## config.mk

```make
export PLATFORM = sky130hd
export DESIGN_NAME = seven_segment_display_scheduler
export DESIGN_NICKNAME = d
export VERILOG_FILES = /design/src/rtl/seven_segment_display_scheduler.sv
export SDC_FILE = /design/constraint.sdc
export NUM_CORES = 1
export LEC_CHECK = 0
export ABC_AREA = 1
export CAP_MARGIN = 20
export CELL_PAD_IN_SITES_DETAIL_PLACEMENT = 0
export CELL_PAD_IN_SITES_GLOBAL_PLACEMENT = 2
export CORE_MARGIN = 1.5
export CORE_UTILIZATION = 35
export CTS_CLUSTER_SIZE = 24
export DETAILED_ROUTE_END_ITERATION = 7
export GPL_TIMING_DRIVEN = 0
export PLACE_DENSITY = 0.87
export REMOVE_ABC_BUFFERS = 1
export SLEW_MARGIN = 20
export SYNTH_ARGS = -nofsm -noshare
export SYNTH_HDL_FRONTEND = slang
export SYNTH_SLANG_ARGS = --single-unit
```

## constraint.sdc

```tcl
create_clock -name CLK -period 2.7 [get_ports CLK]
set_clock_uncertainty 0.15 [all_clocks]
set_input_delay 0.54 -clock CLK [delete_from_list [all_inputs] [get_ports CLK]]
set_output_delay 0.54 -clock CLK [all_outputs]
set_load 0.02 [all_outputs]
```

## src/rtl/seven_segment_display_scheduler.sv

```systemverilog
// rtl/seven_segment_display_scheduler.sv - 4-digit multiplexed 7-segment display scheduler
//
// Drives a 4-digit common-anode display one digit per slot. Each slot starts
// with DEADTIME dark cycles, followed by a PWM on-window sized by the latched
// brightness. A new hex value and blank mask arrive through a valid/ready
// handshake into a shadow buffer. The shadow becomes active only at a frame
// boundary, so a frame never shows a mix of old and new contents.
//
// Ports:
//   CLK          system clock
//   reset        asynchronous, active-high reset
//   load_valid   upstream offers load_value/load_blank
//   load_ready   shadow buffer free (transfer on load_valid & load_ready)
//   load_value   four hex digits, [3:0] = digit0 .. [15:12] = digit3
//   load_blank   per-digit blank mask, 1 = dark, bit n = digit n
//   brightness   on-window in 16ths of a slot, sampled at slot start
//   anode        one-hot digit enable, active-high, bit n = digit n
//   segments     active-low segments, [6]=a .. [0]=g
//   frame_strobe one-cycle pulse after the last cycle of the digit3 slot
module seven_segment_display_scheduler #(
  parameter int DIGIT_PERIOD_LOG2 = 14,
  parameter int DEADTIME          = 64
) (
  input  logic        CLK,
  input  logic        reset,
  input  logic        load_valid,
  output logic        load_ready,
  input  logic [15:0] load_value,
  input  logic [3:0]  load_blank,
  input  logic [3:0]  brightness,
  output logic [3:0]  anode,
  output logic [6:0]  segments,
  output logic        frame_strobe
);

  localparam int N = DIGIT_PERIOD_LOG2;
  localparam logic [N-1:0] DEAD = N'(DEADTIME);
  localparam logic [N-1:0] ONE  = N'(1);

  logic [N-1:0] slot_count;
  logic [1:0]   digit_idx;
  logic [3:0]   bright_latched;

  logic [15:0]  value_active;
  logic [3:0]   blank_active;
  logic [15:0]  shadow_value;
  logic [3:0]   shadow_blank;
  logic         pending;

  logic         boundary;
  logic         accept;
  logic         lit;
  logic [3:0]   cur_nibble;
  logic [6:0]   cur_seg;
  logic [3:0]   cur_anode;

  function automatic logic [6:0] hex_decode(input logic [3:0] h);
    logic [6:0] s;
    case (h)
      4'h0: s = 7'b0000001;
      4'h1: s = 7'b1001111;
      4'h2: s = 7'b0010010;
      4'h3: s = 7'b0000110;
      4'h4: s = 7'b1001100;
      4'h5: s = 7'b0100100;
      4'h6: s = 7'b0100000;
      4'h7: s = 7'b0001111;
      4'h8: s = 7'b0000000;
      4'h9: s = 7'b0000100;
      4'hA: s = 7'b0001000;
      4'hB: s = 7'b1100000;
      4'hC: s = 7'b1110010;
      4'hD: s = 7'b1000010;
      4'hE: s = 7'b0110000;
      default: s = 7'b0111000;
    endcase
    return s;
  endfunction

  assign load_ready = ~pending;
  assign accept     = load_valid & ~pending;
  assign boundary   = (digit_idx == 2'd3) & (&slot_count);

  always_comb begin
    cur_nibble = value_active[{digit_idx, 2'b00} +: 4];
    cur_seg    = hex_decode(cur_nibble);
    cur_anode  = 4'b0001 << digit_idx;
    // The top four bits of slot_count give the 16th of the slot we are in,
    // so comparing against brightness yields a (brightness+1)/16 window.
    lit = (slot_count >= DEAD)
        & (slot_count[N-1:N-4] <= bright_latched)
        & ~blank_active[digit_idx];
  end

  // Slot and digit sequencing; brightness is only picked up at slot start.
  always_ff @(posedge CLK or posedge reset) begin
    if (reset) begin
      slot_count     <= '0;
      digit_idx      <= 2'd0;
      bright_latched <= 4'd0;
    end else begin
      slot_count <= slot_count + ONE;
      if (&slot_count) begin
        digit_idx <= digit_idx + 2'd1;
      end
      if (slot_count == '0) begin
        bright_latched <= brightness;
      end
    end
  end

  // Shadow buffer and frame-boundary commit. Accept requires pending==0 and
  // commit requires pending==1, so the two never collide: a word accepted
  // on the boundary cycle waits for the following boundary.
  always_ff @(posedge CLK or posedge reset) begin
    if (reset) begin
      value_active <= 16'h0000;
      blank_active <= 4'hF;
      shadow_value <= 16'h0000;
      shadow_blank <= 4'h0;
      pending      <= 1'b0;
    end else begin
      if (boundary && pending) begin
        value_active <= shadow_value;
        blank_active <= shadow_blank;
        pending      <= 1'b0;
      end
      if (accept) begin
        shadow_value <= load_value;
        shadow_blank <= load_blank;
        pending      <= 1'b1;
      end
    end
  end

  // Registered outputs. Dead time at the start of every slot guarantees an
  // all-off gap between consecutive digits.
  always_ff @(posedge CLK or posedge reset) begin
    if (reset) begin
      anode        <= 4'b0000;
      segments     <= 7'h7F;
      frame_strobe <= 1'b0;
    end else begin
      frame_strobe <= boundary;
      if (lit) begin
        anode    <= cur_anode;
        segments <= cur_seg;
      end else begin
        anode    <= 4'b0000;
        segments <= 7'h7F;
      end
    end
  end

endmodule

```

==> results.txt <==
Quick summary of the implementation run below.

The run finished with clean final reports. The dominant kind of cell by area is registers. The detailed-router iteration count before antenna repair came out at 4.

The arrival time reported for the critical path endpoint is 2490 ps. The total power after layout came out at 2280 uW. The top-level I/O count came out at 40.

In this run the power density over the cells is 534 nW/um2. The number of sequential storage elements is 73. The net total in the final layout came out at 457. The highest-power group is sequential cells. The multiplexer fraction of the synthesized cell area is 0.0636. Power attributed to sequential cells is 1150 uW. Of all nets on the critical path, the largest fanout is 15. The largest family of logic cells by area is simple AND/OR/NAND/NOR gates. The vertical die dimension came out at 104 um. The share of post-route cells with drive strength above 1 came out at 0.143. Per the slew report, the remaining headroom to the max-slew limit stands at 0.408. The site row count is 36. The synthesized area divided by synthesized cell count is 9.42 um2.

The combinational share of power is 0.044. In the per-layer summary, the met1 wirelength comes to 3180 um. The sequential share of power is 0.503. The repair_antennas step left the layout with diodes totalling 0. The unique cell type count in the Yosys netlist came out at 29. The number of warning messages in the yosys log is 0. The worst setup path is launched from a flip-flop.

The switching part of the total is 0.208. Registers take 1840 um2. The DRC violation count after routing is 0.

On met3, the global router reports a usage of 0.0271. The global-route track usage on met2 is 0.214. The core footprint is 9770 um2. The half-perimeter wire length of the detailed placement result came out at 4470 um. The compound-gate portion of the synthesized area is 0.00707. The cell family contributing the most delay on the critical path is simple AND/OR/NAND/NOR gates. The clock network fraction of total power came out at 0.452.

The non-clock buffering overhead in the final layout is 0.0960. The share of async-settable or async-resettable flops after synthesis came out at 1.00. The count of tool warnings is 34. In this run the most critical hold path is launched from blank_active[2]. The proportion of cell area occupied by multi-input gates is 0.347. In this run, the synthesized area fraction spent on xor and xnor cells is recorded as 0.0297. The first-pass GRT wire length came out at 11,400 um. Global routing put the most usage on met2.

The clock-cell share of area is 0.0568. The simple-gate area share of the yosys netlist came out at 0.263. The number of non-clock inverters came out at 34. The post-place instance area is 4030 um2. The total die size came out at 10,700 um2.
### Sequential cells grouped by signal name

Bar = 20 um.
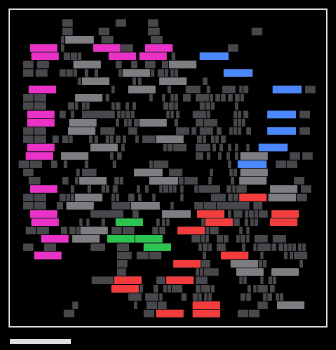
name in the netlist	color	sequential cells
`shadow_blank`	green	4
`slot_count`	red	14
`shadow_value`	magenta	16
`segments`	blue	7
not colored	32

### Ports around the boundary

Bar = 20 um. Pins as bars across the die edge, other pins in gray.
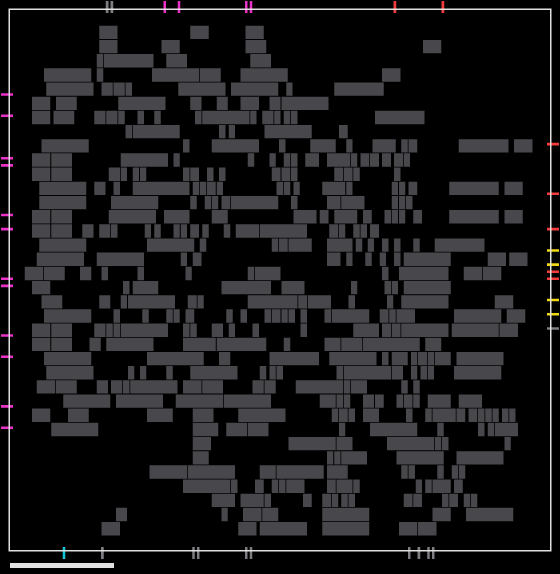
port	color	pins	direction	edge
`load_value`	magenta	16	input	12 left, 4 top
`segments`	red	7	output	5 right, 2 top
`CLK`	cyan	1	input	bottom
`anode`	yellow	4	output	right
all pins by edge	12 left, 10 bottom, 10 right, 8 top

### Signal wires on met1

Bar = 20 um.
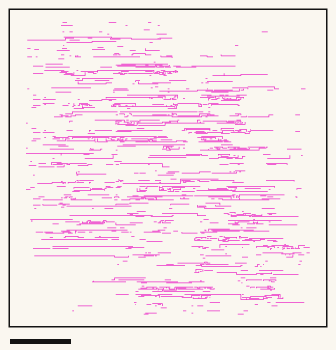
longest straight run	29.0 um
nets with wire on the layer	392

### Layout detail

Bar = 20 um. Region (27, 48) to (77, 98) um. Cells in gray, sequential cells in the stronger gray; small squares are vias.
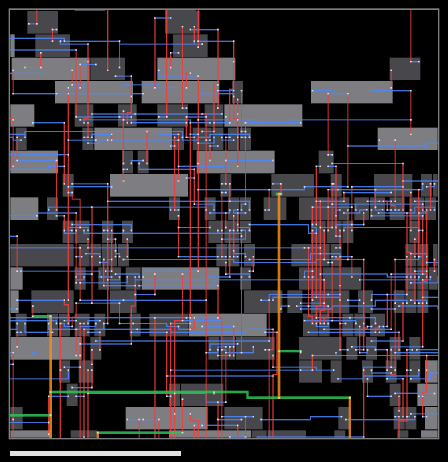
layer	color
metal 4	orange
metal 2	red
metal 3	green
metal 1	blue
sequential cells in the window	15
cells with their middle in the window	133
netlist names of flops here include	`value_active` (6), `shadow_value` (4), `digit_idx` (2)
most frequent	nand2_1 (56), nand3_1 (16), dfrtp_1 (12)

### Clock nets

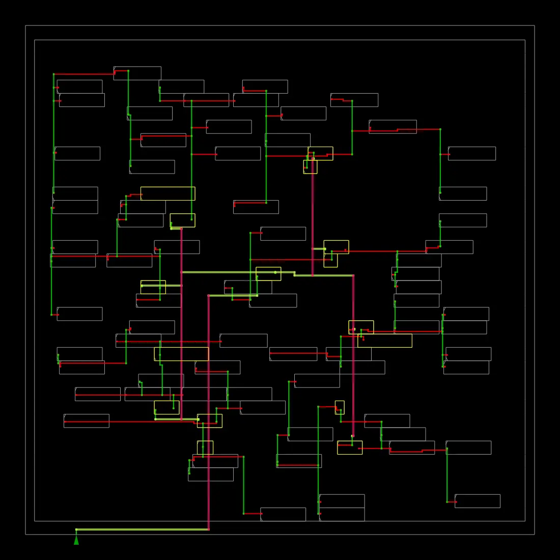
number of clock buffers inserted by TritonCTS: 9
clock buffer count: 9
clock latency of the later-clocked register in the worst-skew pair: 340 ps
clock-net power: 1030 uW
Num Clock Sinks: 73

Power is estimated from default activity; no workload was simulated.
